===== src/rtl/shr_seq_32.sv =====
// Multi-cycle 32-bit right shifter: logical, arithmetic and rotate, one bit per clock.
// z_high collects the bits shifted out of the operand, left-justified.
module shr_seq_32 (
  input  logic        clk,
  input  logic        clr,
  input  logic        start,
  input  logic [1:0]  op,
  input  logic [31:0] in1,
  input  logic [31:0] shifts,
  output logic [31:0] z_low,
  output logic [31:0] z_high,
  output logic        busy,
  output logic        done
);

  typedef enum logic [1:0] {
    ST_IDLE  = 2'd0,
    ST_SHIFT = 2'd1,
    ST_DONE  = 2'd2
  } state_t;

  localparam logic [1:0] OP_SHRA = 2'b01;
  localparam logic [1:0] OP_ROR  = 2'b10;

  state_t      state_r;
  state_t      state_nx_s;
  logic [4:0]  cnt_r;
  logic [4:0]  cnt_nx_s;
  logic [1:0]  op_r;
  logic [1:0]  op_nx_s;
  logic [31:0] z_low_r;
  logic [31:0] z_low_nx_s;
  logic [31:0] z_high_r;
  logic [31:0] z_high_nx_s;
  logic        busy_r;
  logic        done_r;

  // Only the low five bits of the count matter; a count of 32 wraps to 0.
  logic unused_shifts_s;
  assign unused_shifts_s = ^shifts[31:5];

  // Next-state and datapath decode.
  always_comb begin
    state_nx_s  = state_r;
    cnt_nx_s    = cnt_r;
    op_nx_s     = op_r;
    z_low_nx_s  = z_low_r;
    z_high_nx_s = z_high_r;
    case (state_r)
      ST_IDLE: begin
        if (start) begin
          op_nx_s     = op;
          z_low_nx_s  = in1;
          z_high_nx_s = 32'd0;
          cnt_nx_s    = shifts[4:0];
          if (shifts[4:0] == 5'd0) begin
            state_nx_s = ST_DONE;
          end else begin
            state_nx_s = ST_SHIFT;
          end
        end else begin
          state_nx_s = ST_IDLE;
        end
      end
      ST_SHIFT: begin
        cnt_nx_s = cnt_r - 5'd1;
        case (op_r)
          OP_SHRA: begin
            z_low_nx_s  = {z_low_r[31], z_low_r[31:1]};
            z_high_nx_s = {z_low_r[0], z_high_r[31:1]};
          end
          OP_ROR: begin
            z_low_nx_s  = {z_low_r[0], z_low_r[31:1]};
            z_high_nx_s = 32'd0;
          end
          // SHR, and the reserved encoding behaves the same way
          default: begin
            z_low_nx_s  = {1'b0, z_low_r[31:1]};
            z_high_nx_s = {z_low_r[0], z_high_r[31:1]};
          end
        endcase
        if (cnt_r == 5'd1) begin
          state_nx_s = ST_DONE;
        end else begin
          state_nx_s = ST_SHIFT;
        end
      end
      ST_DONE: begin
        state_nx_s = ST_IDLE;
      end
      default: begin
        state_nx_s = ST_IDLE;
      end
    endcase
  end

  // State, operand and result registers; busy/done are registered copies of the next-state decode.
  always_ff @(posedge clk or negedge clr) begin
    if (!clr) begin
      state_r  <= ST_IDLE;
      cnt_r    <= 5'd0;
      op_r     <= 2'b00;
      z_low_r  <= 32'd0;
      z_high_r <= 32'd0;
      busy_r   <= 1'b0;
      done_r   <= 1'b0;
    end else begin
      state_r  <= state_nx_s;
      cnt_r    <= cnt_nx_s;
      op_r     <= op_nx_s;
      z_low_r  <= z_low_nx_s;
      z_high_r <= z_high_nx_s;
      busy_r   <= (state_nx_s != ST_IDLE);
      done_r   <= (state_nx_s == ST_DONE);
    end
  end

  assign z_low  = z_low_r;
  assign z_high = z_high_r;
  assign busy   = busy_r;
  assign done   = done_r;

endmodule


===== config.mk =====
export PLATFORM = sky130hd
export DESIGN_NAME = shr_seq_32
export DESIGN_NICKNAME = d
export VERILOG_FILES = /design/src/rtl/shr_seq_32.sv
export SDC_FILE = /design/constraint.sdc
export NUM_CORES = 1
export LEC_CHECK = 0
export CORE_MARGIN = 3
export CORE_UTILIZATION = 44
export CTS_BUF_LIST = sky130_fd_sc_hd__clkbuf_2
export DETAILED_ROUTE_END_ITERATION = 8
export PLACE_DENSITY = 0.83
export SLEW_MARGIN = 20
export SYNTH_ARGS = -nofsm -noshare
export SYNTH_HDL_FRONTEND = slang
export SYNTH_SLANG_ARGS = --single-unit

===== constraint.sdc =====
create_clock -name clk -period 1.7 [get_ports clk]
set_input_delay 0.34 -clock clk [delete_from_list [all_inputs] [get_ports clk]]
set_output_delay 0.34 -clock clk [all_outputs]
set_load 0.005 [all_outputs]

==> run_1/pinout.png <==
(4 px per µm) Pins as bars across the die edge, other pins in grey.
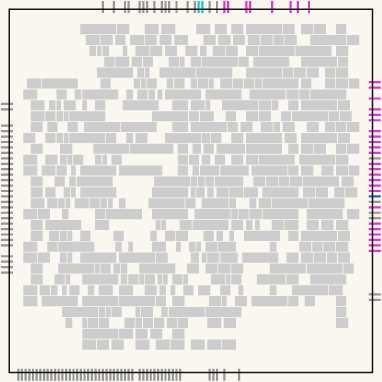
legend:
  blue:
    port: busy
    pins: 1
    direction: output
    edge: right
  magenta:
    port: z_high
    pins: 32
    direction: output
    edge: 24 right, 8 top
  cyan:
    port: op
    pins: 2
    direction: input
    edge: top
all pins by edge: 49 bottom, 31 right, 29 left, 26 top
die width: 90.5 µm
Port Buffer Count: 107

==> run_1/port_trees.png <==
(3 px per µm)
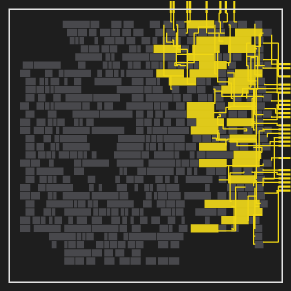
legend:
  yellow:
    port: z_high
    bits: 32
    direction: output
    edge: 24 right, 8 top
    end_cells: 32
    buffers: 32
    wire: 854 µm

==> impl_results.html, run 1 <==
<h2>Synthesis and place &amp; route</h2>
<table>
<tr><th>Metric</th><th>Value</th></tr>
<tr><th colspan="2">Outcome</th></tr>
<tr><td>Status</td><td>completed</td></tr>
<tr><th colspan="2">Floorplan</th></tr>
<tr><td>Core box area</td><td>0.00687 mm²</td></tr>
<tr><td>Row cnt</td><td>30</td></tr>
<tr><td># Taps</td><td>about 96</td></tr>
<tr><td>Fp util</td><td>0.457</td></tr>
<tr><td>Die Footprint</td><td>approximately 0.0082 mm²</td></tr>
<tr><th colspan="2">Critical path</th></tr>
<tr><td>Cell-by-cell listing of the critical path</td><td>dlygate4sd2_1</td></tr>
<tr><td>Gate family responsible for the most delay along the worst path</td><td>flip-flops</td></tr>
<tr><td>Slowest cell on crit path</td><td>sky130_fd_sc_hd__dfrtp_1</td></tr>
<tr><td>Worst setup path startpoint</td><td>z_low[19]$_DFFE_PN0P_</td></tr>
<tr><td>Buffering stage count on the worst path with inverters included</td><td>1</td></tr>
<tr><td>Reg-to-reg critical path endpoint</td><td>op_r[0]$_DFFE_PN0P_</td></tr>
<tr><td>Data arrival time of the critical path</td><td>1210 ps</td></tr>
<tr><td>Type of the worst setup path</td><td>flop to output port</td></tr>
<tr><td>Nature of the critical path startpoint</td><td>flop</td></tr>
<tr><td>Biggest cell delay along the critical path</td><td>450 ps</td></tr>
<tr><td>Worst r2r src</td><td>state_r[0]$_DFF_PN0_</td></tr>
<tr><td>Critical path endpoint</td><td>z_low[19]</td></tr>
<tr><td>Crit Path Max Fanout</td><td>3</td></tr>
<tr><td>Worst path depth</td><td>1</td></tr>
<tr><th colspan="2">Synth</th></tr>
<tr><td>Ys async rst share</td><td>1.00</td></tr>
<tr><td>Flip-flops with a built-in enable</td><td>0</td></tr>
<tr><td>Commonest register cell after synthesis</td><td>sky130_fd_sc_hd__dfrtp_1</td></tr>
<tr><td>Warning count from the yosys run</td><td>0</td></tr>
<tr><td>Register area share after synthesis</td><td>0.598</td></tr>
<tr><td>Post-Syn Nets</td><td>between 300 and 400</td></tr>
<tr><td>Number of instances in the synthesized netlist</td><td>274</td></tr>
<tr><td>Number of unique standard cell types used by synthesis</td><td>32</td></tr>
<tr><td>Flops out of synthesis</td><td>75</td></tr>
<tr><td>Chip area line of the yosys report</td><td>0.00314 mm²</td></tr>
<tr><td>Post-synthesis cell count from yosys</td><td>274</td></tr>
<tr><td>Per-instance average area after synthesis</td><td>11.5 µm²</td></tr>
<tr><th colspan="2">Clocking</th></tr>
<tr><td>CTS tree</td><td>yes</td></tr>
<tr><td>Hold-fix buffer count after cts</td><td>1</td></tr>
<tr><td>CTS Buf Count</td><td>9</td></tr>
<tr><td>Deepest level of the CTS H-tree</td><td>3</td></tr>
<tr><td>Clock sink count</td><td>between 70 and 80</td></tr>
<tr><td>CTS-repair resized insts</td><td>66</td></tr>
<tr><td>CTS max path bufs</td><td>2</td></tr>
<tr><td>Clock transition time at the flip-flop clock pins of the worst setup and hold paths</td><td>200 ps</td></tr>
<tr><td>Buffers inserted during post-CTS setup optimization</td><td>49</td></tr>
<tr><td>Clock latency of the later-clocked register in the worst-skew pair</td><td>roughly 500 ps</td></tr>
<tr><th colspan="2">STA</th></tr>
<tr><td>Worst-case clock skew</td><td>20.8 ps</td></tr>
<tr><td>Total count of max-transition violations in the final report</td><td>0</td></tr>
<tr><td>Shortest period the worst path allows</td><td>1550 ps</td></tr>
<tr><td>Post-route fraction of the period consumed by the critical path</td><td>0.909</td></tr>
<tr><td>Worst-Margin Slew</td><td>478 ps</td></tr>
<tr><td>Max-Slew Margin vs Limit</td><td>0.677</td></tr>
<tr><td>Number of hold-slack violations in the final timing report</td><td>0</td></tr>
<tr><td>Final setup violation count</td><td>0</td></tr>
<tr><th colspan="2">Layout</th></tr>
<tr><td>P&amp;R area growth vs syn</td><td>52.5%</td></tr>
<tr><td>Share of final layout cell area taken by clock buffers and inverters</td><td>0.0288</td></tr>
<tr><td>Combinational share of cell area</td><td>0.232</td></tr>
<tr><td>Data-path buffer share of cell area in the final layout</td><td>0.316</td></tr>
<tr><td>Area-dominant class</td><td>sequential cells</td></tr>
<tr><td>Share of layout cells above drive strength 1</td><td>0.200</td></tr>
<tr><td>Most common cell after layout, fill and taps aside</td><td>sky130_fd_sc_hd__dfrtp_1</td></tr>
<tr><td>Area used by sequential logic in the layout</td><td>0.00188 mm²</td></tr>
<tr><td>Logic Gate Count</td><td>roughly 170</td></tr>
<tr><td>Sequential cells</td><td>75</td></tr>
<tr><td>Post-layout instance count excluding filler cells</td><td>532</td></tr>
<tr><td>Antenna diode count</td><td>0</td></tr>
<tr><td># fillers</td><td>514</td></tr>
<tr><td>Nets</td><td>502</td></tr>
<tr><td>MI comb area</td><td>between 0.001 and 0.0015 mm²</td></tr>
<tr><td>Most frequently placed logic cells in the final layout</td><td>sky130_fd_sc_hd__dfrtp_1 (75), sky130_fd_sc_hd__dlygate4sd2_1 (66), sky130_fd_sc_hd__buf_4 (59), sky130_fd_sc_hd__clkdlybuf4s50_1 (40)</td></tr>
<tr><td>Signal inverters</td><td>8</td></tr>
<tr><th colspan="2">Power and ir drop</th></tr>
<tr><td>Pwr Density</td><td>1430 mW/mm²</td></tr>
<tr><td>Pleak</td><td>approximately 2.4 nW</td></tr>
<tr><td>Highest ir drop seen on vdd</td><td>0.821 mV</td></tr>
<tr><th colspan="2">Global routing</th></tr>
<tr><td>Met1 usage in global routing</td><td>0.274</td></tr>
<tr><td>Global-route wire length before repair</td><td>roughly 14,000 µm</td></tr>
<tr><td>Vias in the first global route</td><td>slightly below 3k</td></tr>
<tr><td>Total congestion overflow after global routing</td><td>0</td></tr>
<tr><td>Global-route usage over all layers</td><td>0.220</td></tr>
<tr><td>Pin count of the biggest net entering global routing</td><td>54</td></tr>
<tr><td>Global routing usage on met2</td><td>0.374</td></tr>
<tr><th colspan="2">Drt</th></tr>
<tr><td>Starting DRT DRC Count</td><td>117</td></tr>
<tr><td>Drt drc</td><td>0</td></tr>
<tr><td>First drt pass iteration count</td><td>4</td></tr>
<tr><td>Routed WL per cell</td><td>16.1 µm</td></tr>
<tr><td>Total number of vias</td><td>about 2.9k</td></tr>
<tr><td>Routed Wire Length</td><td>8590 µm</td></tr>
<tr><td>Post-detailed-route count of antenna-violating nets</td><td>0</td></tr>
<tr><th colspan="2">Placed design</th></tr>
<tr><td>Post-placement cell count</td><td>between 400 and 500</td></tr>
<tr><td>RD Place Congestion</td><td>0.757</td></tr>
<tr><td>Minimum setup slack after placement</td><td>-45.8 ps</td></tr>
<tr><th colspan="2">Job</th></tr>
<tr><td>Max Cap Violations</td><td>0</td></tr>
<tr><td>Tool warnings</td><td>approximately 54</td></tr>
</table>
==> run_1/gates.png <==
(4 px per µm)
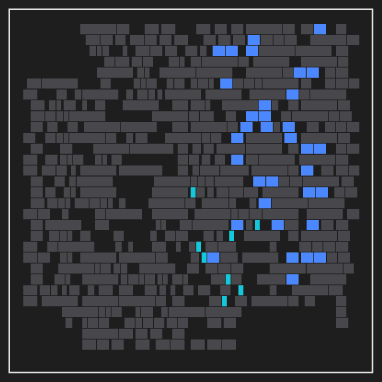
legend:
  blue:
    family: non-inverting ao/oa cells
    cells: 34
  cyan:
    family: inv cells
    cells: 8

==> run_1/sizing.png <==
(4 px per µm)
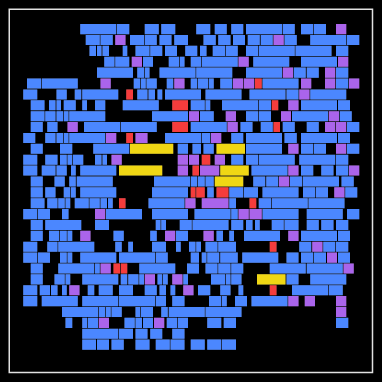
legend:
  red:
    size: x2
    cells: 18
    share: 4.1%
  yellow:
    size: x6 and larger
    cells: 6
    share: 1.4%
  purple:
    size: x3 and x4
    cells: 63
    share: 14%
  blue:
    size: x1 and smaller
    cells: 349
    share: 80%

==> run 1: how the worst min path moves through the flow <==
stage,cells after the start,end,slack [ps]
3_3_place_gp,1,cnt_r[4]$_DFFE_PN0P_,250
6_report,2,z_low[27]$_DFFE_PN0P_,270
5_1_grt,2,z_low[27]$_DFFE_PN0P_,230
2_1_floorplan,0,busy$_DFF_PN0_,40
3_5_place_dp,1,cnt_r[4]$_DFFE_PN0P_,260
4_1_cts,2,cnt_r[4]$_DFFE_PN0P_,230
==> run 1: power breakdown <==
group,internal (mW),leakage (nW),total (mW),switching (mW)
logic,1.59,1.37,3.05,1.47
registers,2.30,0.979,2.70,0.399
clock network,0.485,0.0856,1.11,0.622
total,4.37,2.43,6.86,2.49
==> run 1: Yosys cell counts (2+ instances only) <==
| master | instances | area share |
|---|---|---|
| sky130_fd_sc_hd__dfrtp_1 | 75 | 0.60 |
| sky130_fd_sc_hd__a22o_1 | 32 | 0.089 |
| sky130_fd_sc_hd__nand2_1 | 32 | 0.038 |
| sky130_fd_sc_hd__a22oi_1 | 31 | 0.074 |
| sky130_fd_sc_hd__o21ai_1 | 27 | 0.043 |
| sky130_fd_sc_hd__buf_2 | 12 | 0.019 |
| sky130_fd_sc_hd__inv_1 | 7 | 0.0084 |
| sky130_fd_sc_hd__clkbuf_1 | 6 | 0.0072 |
| sky130_fd_sc_hd__a2bb2oi_1 | 5 | 0.014 |
| sky130_fd_sc_hd__o21ai_0 | 5 | 0.0080 |
| sky130_fd_sc_hd__a21oi_1 | 4 | 0.0064 |
| sky130_fd_sc_hd__buf_4 | 4 | 0.0096 |
| sky130_fd_sc_hd__nor2_1 | 3 | 0.0036 |
| sky130_fd_sc_hd__nor2b_1 | 3 | 0.0060 |
| sky130_fd_sc_hd__nor3_1 | 3 | 0.0048 |
| sky130_fd_sc_hd__o21bai_1 | 3 | 0.0072 |
| sky130_fd_sc_hd__a32oi_1 | 2 | 0.0056 |
| sky130_fd_sc_hd__buf_6 | 2 | 0.0072 |
| sky130_fd_sc_hd__ha_1 | 2 | 0.0080 |
| sky130_fd_sc_hd__mux2_2 | 2 | 0.0072 |
| sky130_fd_sc_hd__nor2_2 | 2 | 0.0040 |
| sky130_fd_sc_hd__nor4b_1 | 2 | 0.0056 |
==> run 1: sequential cells by signal, indices dropped and copies added, names as in the netlist <==
| register | flops |
|---|---|
| state_r | 2 |
| done | 1 |
| busy | 1 |
| z_high | 32 |
| z_low | 32 |
| cnt_r | 5 |
| op_r | 2 |
==> run 1: per-layer routing <==
layer | part of all wire | wire length (µm)
met4 | 0.021 | 180
met1 | 0.42 | 3560
met2 | 0.51 | 4400
met3 | 0.051 | 439
met5 | 0 | 0
==> run 1: through the flow <==
stage	cell area [µm²]	hold WS [ps]
2_1_floorplan	3140	44.4
3_3_place_gp	4350	253
3_5_place_dp	4350	256
4_1_cts	4790	233
5_1_grt	4790	228
6_report	4790	266
==> run 1: cell families (layout without fill, tap and decap cells) <==
logic type	count (synthesis)	count (layout)	synth area share
buffers and inverters	32	194	0.0526
adders and majority gates	2	2	0.00797
DFF	75	75	0.598
AOI/OAI and AO/OA	114	114	0.260
and+or+nand+nor	49	49	0.0741
muxes	2	2	0.00717
==> run 2, diff against run 1 <==
--- a/config.mk
+++ b/config.mk
@@ -9,6 +9,7 @@
 export CORE_UTILIZATION = 44
 export CTS_BUF_LIST = sky130_fd_sc_hd__clkbuf_2
 export DETAILED_ROUTE_END_ITERATION = 8
+export GPL_ROUTABILITY_DRIVEN = 0
 export PLACE_DENSITY = 0.83
 export SLEW_MARGIN = 20
 export SYNTH_ARGS = -nofsm -noshare
==> run_2/sizing.png <==
(4 px per µm)
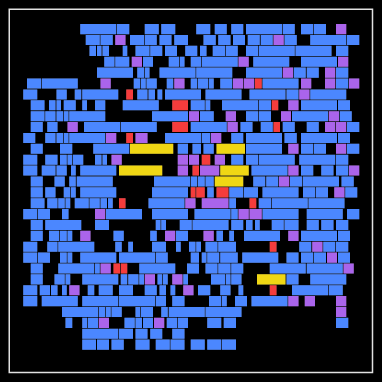
Non-clock buffers: 170
worst setup margin: 154 ps

==> impl_results.html, run 2 <==
<h2>Synthesis and place &amp; route</h2>
<table>
<tr><th>Metric</th><th>Value</th></tr>
<tr><th colspan="2">Outcome</th></tr>
<tr><td>Status</td><td>completed</td></tr>
<tr><th colspan="2">Synth</th></tr>
<tr><td>Per-instance average area after synthesis</td><td>11.5 µm² (unchanged)</td></tr>
<tr><td>Top-area cell type share of the netlist area</td><td>0.598 (unchanged)</td></tr>
<tr><td>Flops out of synthesis</td><td>75 (unchanged)</td></tr>
<tr><td>Chip area line of the yosys report</td><td>0.00314 mm² (unchanged)</td></tr>
<tr><td>Area of the mapped netlist</td><td>0.00314 mm²</td></tr>
<tr><td>Ys async rst share</td><td>1.00 (unchanged)</td></tr>
<tr><td>Post-synthesis cell count from yosys</td><td>274 (unchanged)</td></tr>
<tr><td>Top cells by count</td><td>sky130_fd_sc_hd__dfrtp_1 (75), sky130_fd_sc_hd__a22o_1 (32), sky130_fd_sc_hd__nand2_1 (32)</td></tr>
<tr><td>Number of unique standard cell types used by synthesis</td><td>32 (unchanged)</td></tr>
<tr><td>Commonest register cell after synthesis</td><td>sky130_fd_sc_hd__dfrtp_1</td></tr>
<tr><td>Warning count from the yosys run</td><td>0 (unchanged)</td></tr>
<tr><td>Post-Syn Nets</td><td>345 (unchanged)</td></tr>
<tr><td>Number of instances in the synthesized netlist</td><td>274 (unchanged)</td></tr>
<tr><td>Flip-flops with a built-in enable</td><td>0 (unchanged)</td></tr>
<tr><td>Synth top cell by count</td><td>sky130_fd_sc_hd__dfrtp_1</td></tr>
<tr><td>Register area share after synthesis</td><td>0.598 (unchanged)</td></tr>
<tr><td>Most area-consuming cells after synthesis</td><td>sky130_fd_sc_hd__dfrtp_1 (60%), sky130_fd_sc_hd__a22o_1 (8.9%), sky130_fd_sc_hd__a22oi_1 (7.4%), sky130_fd_sc_hd__o21ai_1 (4.3%), sky130_fd_sc_hd__nand2_1 (3.8%)</td></tr>
<tr><td>Biggest area consumer among synthesized cells</td><td>sky130_fd_sc_hd__dfrtp_1</td></tr>
<tr><th colspan="2">Job</th></tr>
<tr><td>Tool warnings</td><td>54 (unchanged)</td></tr>
<tr><td>Max Cap Violations</td><td>0 (unchanged)</td></tr>
<tr><th colspan="2">Layout</th></tr>
<tr><td>P&amp;R area growth vs syn</td><td>52.5% (unchanged)</td></tr>
<tr><td>Most frequently placed logic cells in the final layout</td><td>sky130_fd_sc_hd__dfrtp_1 (75), sky130_fd_sc_hd__dlygate4sd2_1 (66), sky130_fd_sc_hd__buf_4 (59), sky130_fd_sc_hd__clkdlybuf4s50_1 (40)</td></tr>
<tr><td>Share of layout cells above drive strength 1</td><td>0.200 (unchanged)</td></tr>
<tr><td>Antenna diode count</td><td>0 (unchanged)</td></tr>
<tr><td>Nets</td><td>502 (unchanged)</td></tr>
<tr><td># fillers</td><td>514 (unchanged)</td></tr>
<tr><td>Area of all placed cells without fillers</td><td>0.00479 mm² (unchanged)</td></tr>
<tr><td>Most common cell after layout, fill and taps aside</td><td>sky130_fd_sc_hd__dfrtp_1</td></tr>
<tr><th colspan="2">STA</th></tr>
<tr><td>Max-Slew Margin vs Limit</td><td>0.677 (unchanged)</td></tr>
<tr><td>Post-route fraction of the period consumed by the critical path</td><td>0.909 (unchanged)</td></tr>
<tr><td>Total count of max-transition violations in the final report</td><td>0 (unchanged)</td></tr>
<tr><td>Final setup violation count</td><td>0 (unchanged)</td></tr>
<tr><td>Fmax achieved</td><td>647 MHz</td></tr>
<tr><td>Setup repair after global routing missed its margin</td><td>no</td></tr>
<tr><td>Number of hold-slack violations in the final timing report</td><td>0 (unchanged)</td></tr>
<tr><td>Worst-case clock skew</td><td>20.8 ps (unchanged)</td></tr>
<tr><td>Shortest period the worst path allows</td><td>1550 ps (unchanged)</td></tr>
<tr><td>Worst-Margin Slew</td><td>478 ps (unchanged)</td></tr>
<tr><th colspan="2">Floorplan</th></tr>
<tr><td>Row cnt</td><td>30 (unchanged)</td></tr>
<tr><td>Die Footprint</td><td>0.00818 mm² (unchanged)</td></tr>
<tr><td>Vert. Die Dim</td><td>90.5 µm</td></tr>
<tr><td>Fp util</td><td>0.457 (unchanged)</td></tr>
<tr><td>I/O pin count</td><td>135</td></tr>
<tr><td>Die width</td><td>90.5 µm (unchanged)</td></tr>
<tr><th colspan="2">Placed design</th></tr>
<tr><td>Port Buffer Count</td><td>107 (unchanged)</td></tr>
<tr><td>Post-placement cell count</td><td>466 (unchanged)</td></tr>
<tr><td>HPWL after DPL</td><td>roughly 5400 µm</td></tr>
<tr><td>Placed inst area</td><td>0.00435 mm² (unchanged)</td></tr>
<tr><th colspan="2">Clocking</th></tr>
<tr><td>Clock latency of the later-clocked register in the worst-skew pair</td><td>490 ps (about the same)</td></tr>
<tr><td>Clock transition time at the flip-flop clock pins of the worst setup and hold paths</td><td>200 ps (about the same)</td></tr>
<tr><td>Deepest level of the CTS H-tree</td><td>3 (unchanged)</td></tr>
<tr><td>CTS tree</td><td>yes</td></tr>
<tr><td>CTS max path bufs</td><td>2 (unchanged)</td></tr>
<tr><td>Clock sink count</td><td>75 (unchanged)</td></tr>
<tr><td>Clock root cell</td><td>sky130_fd_sc_hd__clkbuf_2</td></tr>
<tr><td>CTS Buf Count</td><td>9 (unchanged)</td></tr>
<tr><th colspan="2">Global routing</th></tr>
<tr><td>Antenna violations before repair</td><td>0</td></tr>
<tr><td>Vias in the first global route</td><td>2,969 (unchanged)</td></tr>
<tr><td>Met1 usage in global routing</td><td>0.274 (unchanged)</td></tr>
<tr><td>Pin count of the biggest net entering global routing</td><td>54 (unchanged)</td></tr>
<tr><td>Global-route usage over all layers</td><td>0.220 (unchanged)</td></tr>
<tr><td>Grt met3 use</td><td>0.0442</td></tr>
<tr><td>Global routing usage on met2</td><td>0.374 (unchanged)</td></tr>
<tr><td>Routing layer with the top usage in global route</td><td>met2</td></tr>
<tr><td>Global-route wire length before repair</td><td>14,400 µm (unchanged)</td></tr>
<tr><td>Total congestion overflow after global routing</td><td>0 (unchanged)</td></tr>
<tr><th colspan="2">Drt</th></tr>
<tr><td>Post-detailed-route count of antenna-violating nets</td><td>0 (unchanged)</td></tr>
<tr><td>Routed Wire Length</td><td>8590 µm (unchanged)</td></tr>
<tr><td>Total number of vias</td><td>2,861 (unchanged)</td></tr>
<tr><td>Drt drc</td><td>0 (unchanged)</td></tr>
<tr><td>Routed WL per cell</td><td>16.1 µm (unchanged)</td></tr>
<tr><td>Starting DRT DRC Count</td><td>117 (unchanged)</td></tr>
<tr><td>First drt pass iteration count</td><td>4 (unchanged)</td></tr>
<tr><td>Routed via count divided by cell count</td><td>5.38</td></tr>
<tr><th colspan="2">Critical path</th></tr>
<tr><td>Cell-by-cell listing of the critical path</td><td>dlygate4sd2_1</td></tr>
<tr><td>Data arrival time of the critical path</td><td>1210 ps (about the same)</td></tr>
<tr><td>Crit Path Max Fanout</td><td>3 (unchanged)</td></tr>
<tr><td>Worst endpoint required time</td><td>1360 ps</td></tr>
<tr><td>Type of the worst setup path</td><td>flop to output port</td></tr>
<tr><td>Nature of the critical path startpoint</td><td>flop</td></tr>
<tr><td>Gate family responsible for the most delay along the worst path</td><td>flip-flops</td></tr>
<tr><td>Biggest cell delay along the critical path</td><td>450 ps (about the same)</td></tr>
<tr><td>Type of destination of the critical path</td><td>output port</td></tr>
<tr><td>Slowest cell on crit path</td><td>sky130_fd_sc_hd__dfrtp_1</td></tr>
<tr><td>Buffering stage count on the worst path with inverters included</td><td>1 (unchanged)</td></tr>
<tr><th colspan="2">Power and ir drop</th></tr>
<tr><td>Register share of total power</td><td>0.394 (about the same)</td></tr>
<tr><td>Combinational share of power</td><td>0.445 (about the same)</td></tr>
<tr><td>Share of total power in the clock network</td><td>0.161 (about the same)</td></tr>
<tr><td>Switching power</td><td>2.49 mW (unchanged)</td></tr>
<tr><td>Internal power of the cells</td><td>4.37 mW (unchanged)</td></tr>
<tr><td>Switching portion of total power</td><td>0.362 (unchanged)</td></tr>
<tr><td>Final total power</td><td>6.86 mW</td></tr>
<tr><td>Highest ir drop seen on vdd</td><td>0.821 mV (unchanged)</td></tr>
<tr><td>Pleak</td><td>2.43 nW (unchanged)</td></tr>
<tr><td>Pwr Density</td><td>1430 mW/mm² (unchanged)</td></tr>
<tr><th colspan="2">Worst hold path</th></tr>
<tr><td>Worst min-delay path category</td><td>input port to async pin</td></tr>
</table>
==> run_2/placed.png <==
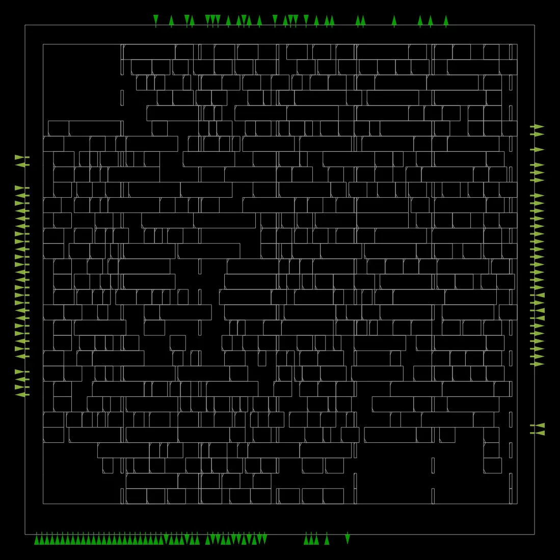
# Taps: 96
core box area: 0.00687 mm²
flop share of the area: 0.392
post-layout instance count excluding filler cells: 532

run 2: worst paths after layout:
| check | cells past startpoint | slack, ps | startpoint | end |
|---|---|---|---|---|
| max | 1 | 150 | z_low[19]$_DFFE_PN0P_ | z_low[19] |
| min | 2 | 270 | clr | z_low[27]$_DFFE_PN0P_ |
| max reg2reg | 3 | 200 | state_r[0]$_DFF_PN0_ | op_r[0]$_DFFE_PN0P_ |
| min reg2reg | 2 | 540 | z_low[9]$_DFFE_PN0P_ | z_low[9]$_DFFE_PN0P_ |
| max in group asynchronous | 3 | 860 | clr | z_low[0]$_DFFE_PN0P_ |
| min in group clk | 2 | 480 | op[0] | op_r[0]$_DFFE_PN0P_ |
run 2: cell families after synthesis:
family                   share of synthesized area
adder cells (fa/ha/maj)                    0.00797
AND-OR/OR-AND                                0.260
AND/OR/NAND/NOR                             0.0741
buffers and inverters                       0.0526
multiplexers                               0.00717
flip-flops                                   0.598
run 2: layout make-up:
type                       instances  area, µm²  share of cell area
sequential                        75       1880               0.392
timing repair buffer             170       1510               0.316
multi-input combinational        167       1110               0.232
tap                               96        120              0.0251
clock inverter                     7       92.6              0.0193
clock buffer                       9       45.0             0.00941
inverter                           8       30.0             0.00627
run 2: per-stage QoR:
| stage | TNS [ps] | hold slack, ps | worst slack (ps) | utilization |
|---|---|---|---|---|
| 2_1_floorplan | 0 | 44.4 | 412 | - |
| 3_3_place_gp | 0 | 253 | 22.9 | 0.634 |
| 3_5_place_dp | -78.5 | 256 | -45.8 | 0.634 |
| 4_1_cts | 0 | 233 | 100 | 0.697 |
| 5_1_grt | 0 | 228 | 46.4 | 0.697 |
| 6_report | 0 | 266 | 154 | 0.697 |
run 2: power groups by stage:
stage	Sequential, mW	Combinational, mW	Clock (mW)
finish	2.70	3.05	1.11
global route	2.77	3.37	1.21
CTS	2.69	3.06	1.13
detailed placement	2.79	2.89	0
global placement	2.79	2.79	0
floorplan	2.70	1.59	0
run 2: repair_timing:
action,in CTS,in global routing
gates resized,66,0
endpoints found under the hold margin,22,0
setup buffers,49,0
hold buffers,1,0
endpoints found under the setup margin,66,0
run 2: routing by layer:
| metal | wire length [µm] | part of all wire |
|---|---|---|
| met1 | 3560 | 0.42 |
| met2 | 4400 | 0.51 |
| met3 | 439 | 0.051 |
| met4 | 180 | 0.021 |
| met5 | 0 | 0 |
==> run 3, diff against run 2 <==
--- a/config.mk
+++ b/config.mk
@@ -10,7 +10,7 @@
 export CTS_BUF_LIST = sky130_fd_sc_hd__clkbuf_2
 export DETAILED_ROUTE_END_ITERATION = 8
 export GPL_ROUTABILITY_DRIVEN = 0
-export PLACE_DENSITY = 0.83
+export PLACE_DENSITY = 0.9
 export SLEW_MARGIN = 20
 export SYNTH_ARGS = -nofsm -noshare
 export SYNTH_HDL_FRONTEND = slang
==> run_3/gates.png <==
(4 px per µm)
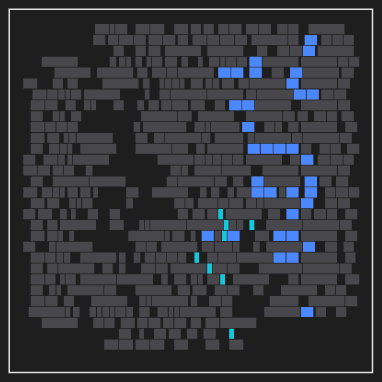
legend:
  blue:
    family: non-inverting ao/oa cells
    cells: 34
  cyan:
    family: inv cells
    cells: 8
most common cell after layout, fill and taps aside: sky130_fd_sc_hd__dfrtp_1
post-layout instance count excluding filler cells: 543
combinational share of cell area: 0.228

==> impl_results.html, run 3 <==
<h2>Synthesis and place &amp; route</h2>
<table>
<tr><th>Metric</th><th>Value</th></tr>
<tr><th colspan="2">Floorplan</th></tr>
<tr><td>I/O pin count</td><td>135 (unchanged)</td></tr>
<tr><td>Die width</td><td>90.5 µm (unchanged)</td></tr>
<tr><td>Core box area</td><td>0.00687 mm² (unchanged)</td></tr>
<tr><td>Fp util</td><td>0.457 (unchanged)</td></tr>
<tr><td>Vert. Die Dim</td><td>90.5 µm (unchanged)</td></tr>
<tr><td>Row cnt</td><td>30 (unchanged)</td></tr>
<tr><td>Die Footprint</td><td>0.00818 mm² (unchanged)</td></tr>
<tr><th colspan="2">Power and ir drop</th></tr>
<tr><td>Final total power</td><td>7.06 mW (+3.0%)</td></tr>
<tr><td>Pleak</td><td>2.48 nW (+2.2%)</td></tr>
<tr><td>Pwr Density</td><td>1450 mW/mm² (+1.2%)</td></tr>
<tr><td>Highest ir drop seen on vdd</td><td>0.641 mV (-22%)</td></tr>
<tr><th colspan="2">Clocking</th></tr>
<tr><td>Clock latency of the later-clocked register in the worst-skew pair</td><td>470 ps (-20 ps)</td></tr>
<tr><td>CTS max path bufs</td><td>2 (unchanged)</td></tr>
<tr><td>Clock transition time at the flip-flop clock pins of the worst setup and hold paths</td><td>220 ps (+20 ps)</td></tr>
<tr><td>Clock root cell</td><td>sky130_fd_sc_hd__clkbuf_2</td></tr>
<tr><td>CTS tree</td><td>yes</td></tr>
<tr><td>CTS Buf Count</td><td>9 (unchanged)</td></tr>
<tr><td>Clock sink count</td><td>75 (unchanged)</td></tr>
<tr><td>Deepest level of the CTS H-tree</td><td>3 (unchanged)</td></tr>
<tr><th colspan="2">STA</th></tr>
<tr><td>Worst setup margin</td><td>161 ps (+7.31 ps)</td></tr>
<tr><td>Post-route fraction of the period consumed by the critical path</td><td>0.905 (-0.00430)</td></tr>
<tr><td>Final setup violation count</td><td>0 (unchanged)</td></tr>
<tr><td>Max-Slew Margin vs Limit</td><td>0.657 (-0.0194)</td></tr>
<tr><td>Shortest period the worst path allows</td><td>1540 ps (-7.31 ps)</td></tr>
<tr><td>Worst-case clock skew</td><td>33.7 ps (+12.8 ps)</td></tr>
<tr><td>Number of hold-slack violations in the final timing report</td><td>0 (unchanged)</td></tr>
<tr><td>Setup repair after global routing missed its margin</td><td>no</td></tr>
<tr><td>Total count of max-transition violations in the final report</td><td>0 (unchanged)</td></tr>
<tr><td>Worst-Margin Slew</td><td>507 ps (+28.7 ps)</td></tr>
<tr><td>Fmax achieved</td><td>650 MHz (+0.48%)</td></tr>
<tr><td>Min Hold Slack</td><td>298 ps (+32.6 ps)</td></tr>
<tr><th colspan="2">Critical path</th></tr>
<tr><td>Type of destination of the critical path</td><td>output port</td></tr>
<tr><td>Nature of the critical path startpoint</td><td>flop</td></tr>
<tr><td>Buffering stage count on the worst path with inverters included</td><td>1 (unchanged)</td></tr>
<tr><td>Cell-by-cell listing of the critical path</td><td>dlygate4sd2_1</td></tr>
<tr><td>Gate family responsible for the most delay along the worst path</td><td>flip-flops</td></tr>
<tr><td>Logic depth of the worst register-to-register path</td><td>5 (+2)</td></tr>
<tr><td>Worst endpoint required time</td><td>1360 ps (about the same)</td></tr>
<tr><td>Worst-case register-to-register setup slack</td><td>260 ps (+60 ps)</td></tr>
<tr><td>Reg-to-reg critical path endpoint</td><td>cnt_r[4]$_DFFE_PN0P_</td></tr>
<tr><td>Type of the worst setup path</td><td>flop to output port</td></tr>
<tr><td>Slowest cell on crit path</td><td>sky130_fd_sc_hd__dfrtp_1</td></tr>
<tr><td>Worst r2r src</td><td>cnt_r[0]$_DFFE_PN0P_</td></tr>
<tr><td>Data arrival time of the critical path</td><td>1200 ps (about the same)</td></tr>
<tr><td>Crit Path Max Fanout</td><td>2 (-1)</td></tr>
<tr><td>Biggest cell delay along the critical path</td><td>460 ps (about the same)</td></tr>
<tr><th colspan="2">Synth</th></tr>
<tr><td>Synth Area in Simple Gates</td><td>0.0741 (unchanged)</td></tr>
<tr><td>Ys async rst share</td><td>1.00 (unchanged)</td></tr>
<tr><td>Biggest area consumer among synthesized cells</td><td>sky130_fd_sc_hd__dfrtp_1</td></tr>
<tr><td>Top-area cell type share of the netlist area</td><td>0.598 (unchanged)</td></tr>
<tr><td>XOR-XNOR Cells, Area Fraction</td><td>0 (unchanged)</td></tr>
<tr><td>Flip-flops with a built-in enable</td><td>0 (unchanged)</td></tr>
<tr><td>Number of unique standard cell types used by synthesis</td><td>32 (unchanged)</td></tr>
<tr><td>Number of instances in the synthesized netlist</td><td>274 (unchanged)</td></tr>
<tr><td>Complex Gates by Area</td><td>0.260 (unchanged)</td></tr>
<tr><td>Area of the mapped netlist</td><td>0.00314 mm² (unchanged)</td></tr>
<tr><td>Fraction of the mapped netlist area in adder cells</td><td>0.00797 (unchanged)</td></tr>
<tr><td>Largest logic family</td><td>AND-OR/OR-AND gates</td></tr>
<tr><td>Register area share after synthesis</td><td>0.598 (unchanged)</td></tr>
<tr><td>Top cells by count</td><td>sky130_fd_sc_hd__dfrtp_1 (75), sky130_fd_sc_hd__a22o_1 (32), sky130_fd_sc_hd__nand2_1 (32)</td></tr>
<tr><td>Most area-consuming cells after synthesis</td><td>sky130_fd_sc_hd__dfrtp_1 (60%), sky130_fd_sc_hd__a22o_1 (8.9%), sky130_fd_sc_hd__a22oi_1 (7.4%), sky130_fd_sc_hd__o21ai_1 (4.3%), sky130_fd_sc_hd__nand2_1 (3.8%)</td></tr>
<tr><td>Post-synthesis cell count from yosys</td><td>274 (unchanged)</td></tr>
<tr><td>Warning count from the yosys run</td><td>0 (unchanged)</td></tr>
<tr><td>Synth top cell by count</td><td>sky130_fd_sc_hd__dfrtp_1</td></tr>
<tr><td>Chip area line of the yosys report</td><td>0.00314 mm² (unchanged)</td></tr>
<tr><td>Flops out of synthesis</td><td>75 (unchanged)</td></tr>
<tr><td>Per-instance average area after synthesis</td><td>11.5 µm² (unchanged)</td></tr>
<tr><td>Mux frac, synth</td><td>0.00717 (unchanged)</td></tr>
<tr><td>Post-Syn Nets</td><td>345 (unchanged)</td></tr>
<tr><td>Commonest register cell after synthesis</td><td>sky130_fd_sc_hd__dfrtp_1</td></tr>
<tr><th colspan="2">Job</th></tr>
<tr><td>Tool warnings</td><td>54 (unchanged)</td></tr>
<tr><td>Max Cap Violations</td><td>0 (unchanged)</td></tr>
<tr><th colspan="2">Global routing</th></tr>
<tr><td>Grt met3 use</td><td>0.0425 (-0.00167)</td></tr>
<tr><td>Routing layer with the top usage in global route</td><td>met2</td></tr>
<tr><td>Total congestion overflow after global routing</td><td>0 (unchanged)</td></tr>
<tr><td>Global-route wire length before repair</td><td>15,000 µm (+3.9%)</td></tr>
<tr><td>Global routing usage on met2</td><td>0.392 (+0.0179)</td></tr>
<tr><td>Vias in the first global route</td><td>3,127 (+5.3%)</td></tr>
<tr><td>Pin count of the biggest net entering global routing</td><td>35 (-35%)</td></tr>
<tr><td>Global-route usage over all layers</td><td>0.225 (+0.00456)</td></tr>
<tr><td>Antenna violations before repair</td><td>0 (unchanged)</td></tr>
<tr><td>Met1 usage in global routing</td><td>0.268 (-0.00598)</td></tr>
<tr><th colspan="2">Drt</th></tr>
<tr><td>Routed via count divided by cell count</td><td>5.42 (+0.82%)</td></tr>
<tr><td>Drt drc</td><td>0 (unchanged)</td></tr>
<tr><td>Routed Wire Length</td><td>9160 µm (+6.7%)</td></tr>
<tr><td>Post-detailed-route count of antenna-violating nets</td><td>0 (unchanged)</td></tr>
<tr><td>Starting DRT DRC Count</td><td>154 (+32%)</td></tr>
<tr><td>First drt pass iteration count</td><td>4 (unchanged)</td></tr>
<tr><td>Total number of vias</td><td>2,944 (+2.9%)</td></tr>
<tr><td>Routed WL per cell</td><td>16.9 µm (+4.5%)</td></tr>
<tr><th colspan="2">Layout</th></tr>
<tr><td>Share of layout cells above drive strength 1</td><td>0.219 (+0.0197)</td></tr>
<tr><td>Most frequently placed logic cells in the final layout</td><td>sky130_fd_sc_hd__dfrtp_1 (75), sky130_fd_sc_hd__buf_4 (70), sky130_fd_sc_hd__dlygate4sd2_1 (66), sky130_fd_sc_hd__clkdlybuf4s50_1 (40)</td></tr>
<tr><td>Antenna diode count</td><td>0 (unchanged)</td></tr>
<tr><td>Area of all placed cells without fillers</td><td>0.00487 mm² (+1.8%)</td></tr>
<tr><td>Nets</td><td>513 (+2.2%)</td></tr>
<tr><td># fillers</td><td>498 (-3.1%)</td></tr>
<tr><td>Final core utilization</td><td>0.709 (+0.0124)</td></tr>
<tr><th colspan="2">Worst hold path</th></tr>
<tr><td>Worst min-delay path category</td><td>input port to async pin</td></tr>
<tr><th colspan="2">Placed design</th></tr>
<tr><td>Port Buffer Count</td><td>107 (unchanged)</td></tr>
<tr><td>Placed inst area</td><td>0.00436 mm² (+0.17%)</td></tr>
<tr><td>Minimum setup slack after placement</td><td>-23.7 ps (+22.1 ps)</td></tr>
<tr><td>HPWL after DPL</td><td>5370 µm (-1.3%)</td></tr>
<tr><th colspan="2">Outcome</th></tr>
<tr><td>Status</td><td>completed</td></tr>
</table>
==> run_3/sizing.png <==
(4 px per µm)
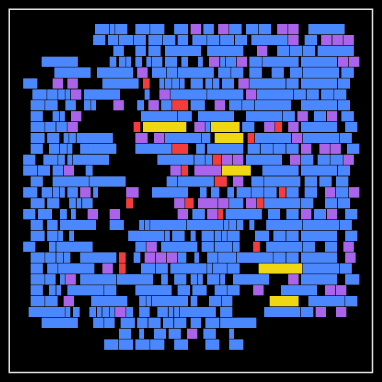
Non-clock buffers: 181
P&R area growth vs syn: 55.2%

[run 3: cell counts after synthesis]
No cell type changed its count.
[run 3: report_power, final]
part | total [mW] | internal, mW | switching, mW
sequential | 2.69 | 2.30 | 0.386
combinational | 3.25 | 1.70 | 1.55
clock | 1.12 | 0.496 | 0.627
[run 3: logic make-up after synthesis]
logic type	after synthesis
adder cells (fa/ha/maj)	2
buffers and inverters	32
AND/OR/NAND/NOR	49
flip-flops	75
AND-OR/OR-AND	114
multiplexers	2
[run 3: repair_timing]
action	4_1_cts	5_1_grt
hold buffers	1	0
endpoints found under the setup margin	66	0
buffers inserted	59	0
hold endpoints to repair	26	0
resized	66	0
[run 3: stage by stage]
step	cells	TNS [ps]
after CTS	543	0
after floorplan	274	0
after detailed placement	467	-27.6
final	543	0
after global routing	543	0
after global placement	467	0
[run 3: layout make-up]
cell class	count	area, µm²	area share
Sequential cell	75	1880	0.385
Timing Repair Buffer	181	1590	0.327
Multi-Input combinational cell	167	1110	0.228
Tap cell	96	120	0.0247
Clock inverter	6	90.1	0.0185
Clock buffer	10	50.0	0.0103
Inverter	8	30.0	0.00616
[run 3: worst max-delay path by stage]
stage | startpoint | cells after the start | slack, ps | to
global placement | start | 5 | 30 | state_r[1]$_DFF_PN0_
detailed placement | start | 5 | -20 | cnt_r[3]$_DFFE_PN0P_
floorplan | state_r[0]$_DFF_PN0_ | 4 | 410 | op_r[0]$_DFFE_PN0P_
CTS | z_low[19]$_DFFE_PN0P_ | 1 | 90 | z_low[19]
finish | z_high[27]$_DFFE_PN0P_ | 1 | 160 | z_high[27]
global route | z_low[19]$_DFFE_PN0P_ | 1 | 60 | z_low[19]
[run 3: layer usage]
metal	vias up	routed length [µm]
met5	-	0
met3	21	493
met4	0	211
met1	1447	3660
li1	1345	-
met2	131	4790
No activity file was given, so power comes from the tool's default toggle rates.
